## config.mk

```make
export PLATFORM = sky130hd
export DESIGN_NAME = uart_program_loader_flat
export DESIGN_NICKNAME = d
export VERILOG_FILES = /design/src/rtl/uart_program_loader_if.sv /design/src/rtl/uart_program_loader.sv /design/src/flat_wrapper.sv
export SDC_FILE = /design/constraint.sdc
export NUM_CORES = 1
export LEC_CHECK = 0
export CAP_MARGIN = 25
export CORE_MARGIN = 2
export CORE_UTILIZATION = 35
export CTS_CLUSTER_SIZE = 24
export DETAILED_ROUTE_END_ITERATION = 8
export PLACE_DENSITY = 0.61
export SYNTH_ARGS = -nofsm -noshare
export SYNTH_HDL_FRONTEND = slang
export SYNTH_SLANG_ARGS = --single-unit
```

## constraint.sdc

```tcl
create_clock -name sys_clk -period 3.2 [get_ports sys_clk]
set_input_delay 0.96 -clock sys_clk [delete_from_list [all_inputs] [get_ports sys_clk]]
set_output_delay 0.96 -clock sys_clk [all_outputs]
set_load 0.01 [all_outputs]
```

## src/rtl/uart_program_loader_if.sv

```systemverilog
// Loader-side bundle: UART receive/transmit handshake and SRAM write port.
// master = loader, slave = UART/SRAM environment.
interface uart_program_loader_if #(
    parameter int ADDR_W = 4
);
    // rx_valid is a one-cycle pulse with no back-pressure: the byte is taken that cycle or lost.
    // tx_start is held high until tx_done rises; the loader then drops it and waits for tx_done low.
    logic              rx_valid;
    logic [7:0]        rx_data;
    logic              tx_done;
    logic              tx_start;
    logic [7:0]        tx_data;
    logic              mem_we;
    logic [ADDR_W-1:0] mem_addr;
    logic [7:0]        mem_wdata;

    modport master (
        input  rx_valid, rx_data, tx_done,
        output tx_start, tx_data, mem_we, mem_addr, mem_wdata
    );

    modport slave (
        output rx_valid, rx_data, tx_done,
        input  tx_start, tx_data, mem_we, mem_addr, mem_wdata
    );
endinterface

```

## src/rtl/uart_program_loader.sv

```systemverilog
// Framed UART program loader: buffers SYNC/CNT/ADDR/DATA/CSUM frames, commits to SRAM, replies ACK/NAK.
// Optional inter-byte timeout enabled with `define LOADER_TIMEOUT_EN.
module uart_program_loader #(
    parameter int          MEM_DEPTH      = 16,
    parameter int          ADDR_W         = 4,
    parameter logic [7:0]  SYNC_BYTE      = 8'h55,
    parameter logic [7:0]  ACK_BYTE       = 8'h06,
    parameter logic [7:0]  NAK_BYTE       = 8'h15,
    parameter int          TIMEOUT_CYCLES = 2700000
) (
    input  logic                  sys_clk,
    input  logic                  sys_rst,
    uart_program_loader_if.master bus,
    output logic                  cpu_hold,
    output logic                  load_ok,
    output logic                  load_err,
    output logic [2:0]            dbg_state
);

    typedef enum logic [2:0] {
        IDLE, CNT, ADDR, DATA, CSUM, COMMIT, RESP, RESP_WAIT
    } state_t;

    state_t            state;
    logic [ADDR_W:0]   cnt;
    logic [ADDR_W:0]   idx;
    logic [ADDR_W-1:0] base;
    logic [7:0]        sum;
    logic [7:0]        sum_next;
    logic [7:0]        resp;
    logic              timeout_hit;
    logic [7:0]        buffer [MEM_DEPTH];

    assign sum_next  = sum + bus.rx_data;
    assign dbg_state = state;

`ifdef LOADER_TIMEOUT_EN
    localparam int TO_W = $clog2(TIMEOUT_CYCLES + 1);
    logic [TO_W-1:0] to_cnt;
    logic            in_frame;

    assign in_frame    = (state == CNT) || (state == ADDR) || (state == DATA) || (state == CSUM);
    assign timeout_hit = in_frame && (to_cnt == TO_W'(TIMEOUT_CYCLES - 1));

    always_ff @(posedge sys_clk) begin
        if (sys_rst || !in_frame || bus.rx_valid) begin
            to_cnt <= '0;
        end else if (!timeout_hit) begin
            to_cnt <= to_cnt + 1'b1;
        end
    end
`else
    logic unused_timeout;
    assign timeout_hit    = 1'b0;
    assign unused_timeout = ^TIMEOUT_CYCLES;
`endif

    // Payload buffer carries no reset; it is always fully rewritten before a commit reads it.
    always_ff @(posedge sys_clk) begin
        if (state == DATA && bus.rx_valid) begin
            buffer[idx[ADDR_W-1:0]] <= bus.rx_data;
        end
    end

    always_ff @(posedge sys_clk) begin
        if (sys_rst) begin
            state         <= IDLE;
            cnt           <= '0;
            idx           <= '0;
            base          <= '0;
            sum           <= '0;
            resp          <= '0;
            cpu_hold      <= 1'b0;
            load_ok       <= 1'b0;
            load_err      <= 1'b0;
            bus.tx_start  <= 1'b0;
            bus.tx_data   <= '0;
            bus.mem_we    <= 1'b0;
            bus.mem_addr  <= '0;
            bus.mem_wdata <= '0;
        end else begin
            load_ok    <= 1'b0;
            load_err   <= 1'b0;
            bus.mem_we <= 1'b0;

            if (timeout_hit && !bus.rx_valid) begin
                resp     <= NAK_BYTE;
                load_err <= 1'b1;
                state    <= RESP;
            end else begin
                case (state)
                    IDLE: begin
                        if (bus.rx_valid && bus.rx_data == SYNC_BYTE) begin
                            cpu_hold <= 1'b1;
                            state    <= CNT;
                        end
                    end
                    CNT: begin
                        if (bus.rx_valid) begin
                            if (bus.rx_data != 8'd0 && bus.rx_data <= 8'(MEM_DEPTH)) begin
                                cnt   <= bus.rx_data[ADDR_W:0];
                                sum   <= bus.rx_data;
                                state <= ADDR;
                            end else begin
                                resp     <= NAK_BYTE;
                                load_err <= 1'b1;
                                state    <= RESP;
                            end
                        end
                    end
                    ADDR: begin
                        if (bus.rx_valid) begin
                            base  <= bus.rx_data[ADDR_W-1:0];
                            sum   <= sum_next;
                            idx   <= '0;
                            state <= DATA;
                        end
                    end
                    DATA: begin
                        if (bus.rx_valid) begin
                            sum <= sum_next;
                            idx <= idx + 1'b1;
                            if (idx == cnt - 1'b1) begin
                                state <= CSUM;
                            end
                        end
                    end
                    CSUM: begin
                        if (bus.rx_valid) begin
                            if (sum_next == 8'd0) begin
                                // Issue write 0 here so it lands the cycle after the checksum byte.
                                bus.mem_we    <= 1'b1;
                                bus.mem_addr  <= base;
                                bus.mem_wdata <= buffer[0];
                                idx           <= {{ADDR_W{1'b0}}, 1'b1};
                                state         <= COMMIT;
                            end else begin
                                resp     <= NAK_BYTE;
                                load_err <= 1'b1;
                                state    <= RESP;
                            end
                        end
                    end
                    COMMIT: begin
                        if (idx == cnt) begin
                            load_ok <= 1'b1;
                            resp    <= ACK_BYTE;
                            state   <= RESP;
                        end else begin
                            bus.mem_we    <= 1'b1;
                            bus.mem_addr  <= base + idx[ADDR_W-1:0];
                            bus.mem_wdata <= buffer[idx[ADDR_W-1:0]];
                            idx           <= idx + 1'b1;
                        end
                    end
                    RESP: begin
                        bus.tx_start <= 1'b1;
                        bus.tx_data  <= resp;
                        state        <= RESP_WAIT;
                    end
                    RESP_WAIT: begin
                        if (bus.tx_start) begin
                            if (bus.tx_done) begin
                                bus.tx_start <= 1'b0;
                            end
                        end else if (!bus.tx_done) begin
                            cpu_hold <= 1'b0;
                            state    <= IDLE;
                        end
                    end
                    default: state <= IDLE;
                endcase
            end
        end
    end

endmodule

```

## src/flat_wrapper.sv

```systemverilog
// flat-port wrapper written by rule: the top's interface ports become plain ports
module uart_program_loader_flat 
#(
    parameter int          MEM_DEPTH      = 16,
    parameter int          ADDR_W         = 4,
    parameter logic [7:0]  SYNC_BYTE      = 8'h55,
    parameter logic [7:0]  ACK_BYTE       = 8'h06,
    parameter logic [7:0]  NAK_BYTE       = 8'h15,
    parameter int          TIMEOUT_CYCLES = 2700000
)
  (sys_clk, sys_rst, cpu_hold, load_ok, load_err, dbg_state, bus_rx_valid, bus_rx_data, bus_tx_done, bus_tx_start, bus_tx_data, bus_mem_we, bus_mem_addr, bus_mem_wdata);
  uart_program_loader_if #(.ADDR_W(ADDR_W)) bus_i ();
  input  logic sys_clk;
  input  logic sys_rst;
  output logic cpu_hold;
  output logic load_ok;
  output logic load_err;
  output logic [2:0] dbg_state;
  input wire logic [$bits(bus_i.rx_valid)-1:0] bus_rx_valid;
  input wire logic [$bits(bus_i.rx_data)-1:0] bus_rx_data;
  input wire logic [$bits(bus_i.tx_done)-1:0] bus_tx_done;
  output wire logic [$bits(bus_i.tx_start)-1:0] bus_tx_start;
  output wire logic [$bits(bus_i.tx_data)-1:0] bus_tx_data;
  output wire logic [$bits(bus_i.mem_we)-1:0] bus_mem_we;
  output wire logic [$bits(bus_i.mem_addr)-1:0] bus_mem_addr;
  output wire logic [$bits(bus_i.mem_wdata)-1:0] bus_mem_wdata;
  assign bus_i.rx_valid = bus_rx_valid;
  assign bus_i.rx_data = bus_rx_data;
  assign bus_i.tx_done = bus_tx_done;
  assign bus_tx_start = bus_i.tx_start;
  assign bus_tx_data = bus_i.tx_data;
  assign bus_mem_we = bus_i.mem_we;
  assign bus_mem_addr = bus_i.mem_addr;
  assign bus_mem_wdata = bus_i.mem_wdata;
  uart_program_loader #(.MEM_DEPTH(MEM_DEPTH), .ADDR_W(ADDR_W), .SYNC_BYTE(SYNC_BYTE), .ACK_BYTE(ACK_BYTE), .NAK_BYTE(NAK_BYTE), .TIMEOUT_CYCLES(TIMEOUT_CYCLES)) u_core (.sys_clk(sys_clk), .sys_rst(sys_rst), .bus(bus_i), .cpu_hold(cpu_hold), .load_ok(load_ok), .load_err(load_err), .dbg_state(dbg_state));
endmodule
```

**Run 1: cells colored by class**

Scale: 2 px per um.
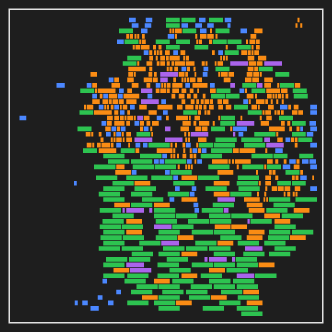
Key: orange = remaining logic cells [cells 371, share of their area 33%]; purple = clock drivers and dummy loads [cells 32, share of their area 6.0%]; green = registers [cells 180, share of their area 52%]; blue = remaining buffers and delay cells [cells 96, share of their area 8.7%]
final core occ: 43.07%
fraction of area in registers: 50.11%
standard-cell rows: 55

**Run 1: placement density heat map**

Scale: 2 px per um. The die is cut into 16 by 16 equal tiles; dark blue is low, red is high, 0 to 100% covered.
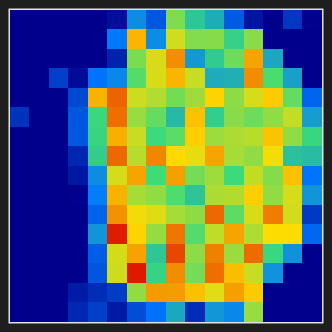
The mean over all tiles is 39%. The densest ninth of the die: center. 29% of the tiles are nearly empty. 17% of the tiles are over 75% full. The fullest tile reaches 97%.
share of the core filled by cells before placement: 35.71%
core region area: 0.02264 mm^2

==> run notes, run 1 <==
Notes on the physical implementation.

- In the setup report, the worst path falls into the class in -> reg.
- The remaining number of nets flagged by the antenna check after routing is 0, for reference.
- The number of cells after detailed placement is 930, for reference.
- The total power after layout is 4.605 mW, for reference.
- The total number of nets in the final design is 698, for reference.
- The xor/xnor share of the synthesized area is 1.517%, for reference.
- Per the gpl log, the routability congestion estimate is 0.8764.
- In this run, synthesis inferred 128 flip-flops with an integrated enable.
- The critical path data arrival time is 3.44 ns, for reference.
- The clock network takes up 5.736% of total cell area after layout.
- The worst flop-to-flop path startpoint is u_core.sum[0]$_SDFFE_PP0P_, for reference.
- The cell count of the worst hold path is 2, for reference.
- The share of cell area taken by multi-input logic gates is 31.64%, for reference.
- The later pin in the worst-skew pair is clocked with a latency of 0.43 ns.
- The count of multi-input combinational gates is 358, for reference.
- In the global route stage, met2 resource usage came out at 28.04%.
- The wire length of the first global-routing pass is 30,050 um, for reference.
- The die outline area is 0.02433 mm^2, for reference.
- 0 antenna diodes ended up in the layout.
- For this run, the slowest stage of the critical path takes 0.39 ns.
- Per the detail_route report, DRC violations left total 0.
- The report lists the power per cell area as 472.2 mW/mm^2.
- The number of distinct library cells after synthesis is 65, for reference.
- The post-detailed-route via-to-cell ratio is 5.436, for reference.
- Ranking logic cells in the layout by count gives the top entries 128 x sky130_fd_sc_hd__edfxtp_1, 58 x sky130_fd_sc_hd__nor2_1, 57 x sky130_fd_sc_hd__buf_4.
- The growth of design area from synthesis to finish is 20.62%, for reference.
- The slowest stage of the critical path belongs to the cell sky130_fd_sc_hd__or3_1.
- Multiplexer cells account for 13.45% of the synthesized area.
- The CTS buffer count is 17, for reference.
- STA shows the worst min-delay path finishing at u_core.resp[2]$_SDFFE_PP0P_.
- The timing report notes that buffer and inverter cells on the critical path total 3.
- The number of buffers outside the clock class in the layout is 96, for reference.
- The detailed router reported a total wirelength of 19,170 um.
- The post-synthesis register bit count is 180, for reference.
- The last element of the critical path is u_core.bus.mem_wdata[7]$_SDFFE_PP0P_, for reference.
- The TritonCTS clock tree is built, for reference.
- The worst hold path class is reg -> reg, for reference.
- Synthesis produced 587 cells.
- Across all hold checks on the routed design, the worst slack comes to 0.4750 ns.
- The critical path data required time is 3.56 ns, for reference.
- The run finished with clean final reports.
- The post-synthesis average cell area is 13.77 um^2, for reference.
**Run 1: cell outlines without signal wires**

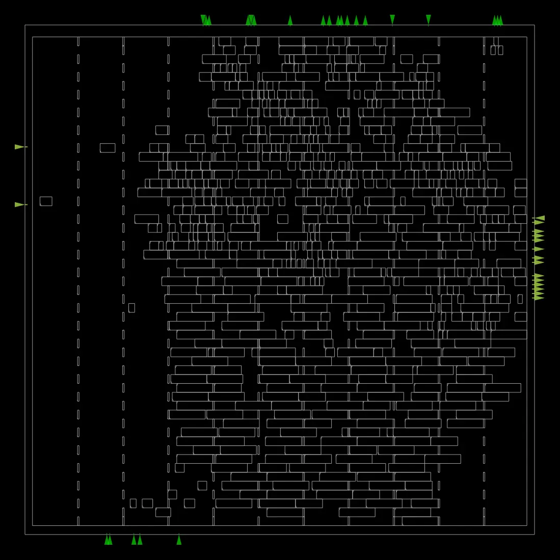
Non-Filler Instances: 964
Tap Count: 285
number of fill cells in the layout: 2,019
flip-flops: 180

==> run 1: synth_stat cells (all sizes together) (2+ instances only) <==
library cell / count / area [um^2]
inv: 13 / 48.80
o21ai: 24 / 120.1
o211ai: 5 / 37.54
clkbuf: 26 / 97.59
nor3: 15 / 75.07
fa: 2 / 40.04
o41ai: 4 / 35.03
buf: 13 / 77.57
mux4: 40 / 900.9
nand3: 11 / 55.05
nor2: 58 / 217.7
dfxtp: 52 / 1041
xor2: 9 / 78.83
a21o: 2 / 15.01
and2: 3 / 21.27
a211o: 10 / 87.58
xnor2: 5 / 43.79
nor3b: 2 / 15.01
and3: 2 / 12.51
edfxtp: 128 / 3844
a211oi: 11 / 87.58
or3: 3 / 18.77
mux2i: 16 / 160.2
nand4: 2 / 12.51
ha: 18 / 225.2
mux2: 2 / 26.27
a21boi: 3 / 22.52
nand2: 37 / 138.9
o311ai: 2 / 17.52
nor4b: 3 / 26.28
a31o: 3 / 35.04
nand2b: 5 / 31.28
a21oi: 22 / 110.1
nor2b: 4 / 25.02
nor4: 3 / 18.77
a311oi: 4 / 35.03
a31oi: 5 / 46.29
==> run 1: routing by layer <==
layer | wire length [um] | part of all wire, %
met5 | 0 | 0
met4 | 459 | 2.4
met3 | 747 | 3.9
met2 | 9625 | 50
met1 | 8337 | 43
==> run 1: timing repair <==
item,in CTS,in global routing
endpoints found under the hold margin,0,0
buffers inserted,0,1
endpoints found under the setup margin,28,29
gates cloned,0,1
resized,14,22
pin swaps,5,11
==> run 1: report_power, final <==
group | total (mW) | internal, mW | switching [mW] | leakage (nW)
clock network | 1.98 | 1.08 | 0.900 | 0.270
logic | 0.131 | 0.0436 | 0.0872 | 1.42
registers | 2.49 | 2.49 | 0.000449 | 1.57
**Run 1: signal wires on met1**

Scale: 3 px per um. Supply wires on this layer in gray.
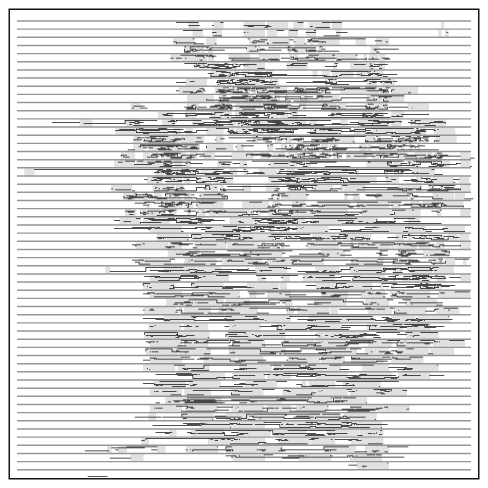

==> run 2, diff against run 1 <==
Settings changed: REMOVE_ABC_BUFFERS from default to 1.
**Run 2: signal wires on met1**

Scale: 3 px per um. Supply wires on this layer in gray.
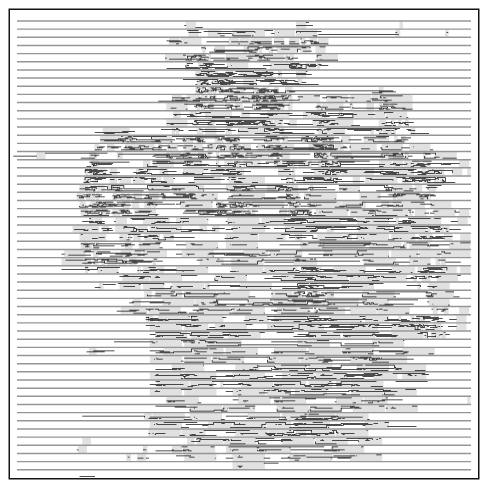
The layer holds 43% of the routed length. The wires run mostly horizontal.
Routed WL: 19,010 um
total via count in the routed design: 5,210

**Run 2: port wiring**

Scale: 2 px per um.
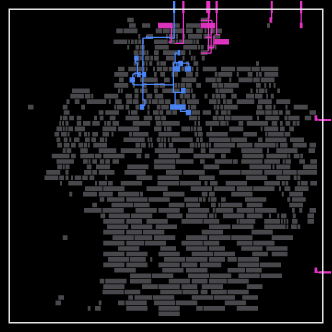
Key: magenta = bus_tx_data [direction output, end cells 7, buffers 4, wire 135 um]; blue = bus_rx_valid [direction input, end cells 12, buffers 2, wire 168 um]
I/O pins: 40
number of input and output port buffers inserted: 35

**Run 2: placement density heat map**

Scale: 2 px per um. The die is cut into 16 by 16 equal tiles; dark blue is low, red is high, 0 to 100% covered.
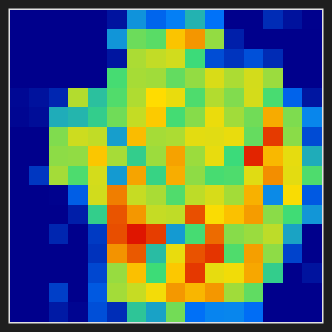
27% of the tiles are nearly empty. The fullest tile reaches 98%. The mean over all tiles is 39%. 14% of the tiles are over 75% full.
final core occ: 43.91%

==> run 2 against run 1 <==
- worst hold slack gained 0.0019 ns
- power grew 4.4%
- synthesized cell count is the same
- largest power group unchanged
- clock power grew 11%
- combinational power is essentially flat
- non-clock buffer count grew 6
- critical path type unchanged
==> run notes, run 2 <==
Notes on the physical implementation.

- Cell types occupying the most area after synthesis: sky130_fd_sc_hd__edfxtp_1 48%, sky130_fd_sc_hd__dfxtp_1 13%, sky130_fd_sc_hd__mux4_2 11% (unchanged).
- The critical path data required time is 3.56 ns (about the same), for reference.
- The net switching fraction of the power is 20.87% (was 21.45%), for reference.
- The global-route track usage on met2 came to 28.23% (was 28.04%).
- The tally of non-filler cells in the final layout is 970 (was 964).
- The antenna diode instance count is 0 (unchanged).
- The synthesized instance count is 587 (unchanged).
- The critical path class is in -> reg (unchanged), for reference.
- The net switching power of the design is 1.003 mW (was 0.9878 mW), for reference.
- The die outline area is 0.02433 mm^2 (unchanged), for reference.
- The post-synthesis average cell area was 13.77 um^2 (unchanged).
- Outcome: complete, no violations (unchanged).
- The share of total power in the clock network came to 45.5% (was 43.1%).
- The effective utilization at floorplan is 35.71% (unchanged), for reference.
- The number of buffers and inverters on the critical path is 4 (was 3).
- The wire length of the first global-routing pass is 29,540 um (was 30,050 um), for reference.
- The master of the slowest instance on the critical path is sky130_fd_sc_hd__dlygate4sd2_1 (was sky130_fd_sc_hd__or3_1), for reference.
- The number of cells after detailed placement is 932 (was 930), for reference.
- The number of enable flip-flop cells is 128 (unchanged).
- The count of cells resized by post-cts repair is 31 (was 14).
- The floorplan core area is 0.02264 mm^2 (unchanged), for reference.
- The relative contribution of sequential cells to total power was 51.8% (was 54.1%).
- The fraction of power consumed by combinational cells is 2.7% (was 2.8%), for reference.
- The remaining number of nets flagged by the antenna check after routing is 0 (unchanged), for reference.
## run 2: logic make-up (layout without fill, tap and decap cells)
| kind of cell | after synthesis | count (layout) | synth area share [%] |
|---|---|---|---|
| AOI/OAI and AO/OA | 105 | 105 | 9.225 |
| xor gates and xnor gates | 14 | 14 | 1.517 |
| adders and majority gates | 20 | 20 | 3.281 |
| buffers and inverters | 52 | 147 | 2.770 |
| DFF | 180 | 180 | 60.42 |
| muxes | 58 | 58 | 13.45 |
| other | 1 | 4 | 0.04639 |
| and+or+nand+nor | 157 | 157 | 9.286 |
## run 2: final timing paths
check             slack [ns]                                    to  depth (start not counted)
setup reg to reg        0.36  u_core.bus.mem_wdata[5]$_SDFFE_PP0P_                         12
setup / recovery        0.09  u_core.bus.mem_wdata[5]$_SDFFE_PP0P_                         12
hold reg to reg         0.48  u_core.bus.mem_wdata[4]$_SDFFE_PP0P_                          2
hold / removal          0.48  u_core.bus.mem_wdata[4]$_SDFFE_PP0P_                          2
## run 2: power groups by stage
stage	Combinational (mW)	Sequential (mW)	Clock, mW
floorplan	0.0301	2.54	0
finish	0.130	2.49	2.19
detailed placement	0.122	2.54	0
global route	0.141	2.49	2.32
global placement	0.116	2.54	0
CTS	0.126	2.49	2.22
## run 2: cell type report
cell class                      instances  share of cell area, %
Sequential cell                       180                  49.15
Inverter                               13                 0.4909
Clock inverter                         12                  1.712
Multi-Input combinational cell        358                  31.50
Clock buffer                           20                  4.493
Tap cell                              285                  3.587
Timing Repair Buffer                  102                  9.062
## run 2: metrics by stage
step	TNS (ns)	hold slack, ns	setup WS [ns]
floorplan	-2.541	0.4396	-0.2687
global route	-0.05219	0.5002	-0.02491
global placement	-24.38	0.4597	-0.9223
CTS	0	0.4795	0.02291
finish	0	0.4769	0.08641
detailed placement	-24.03	0.4698	-0.9315
Power figures rest on the tool's default switching activity, not on a simulated workload.
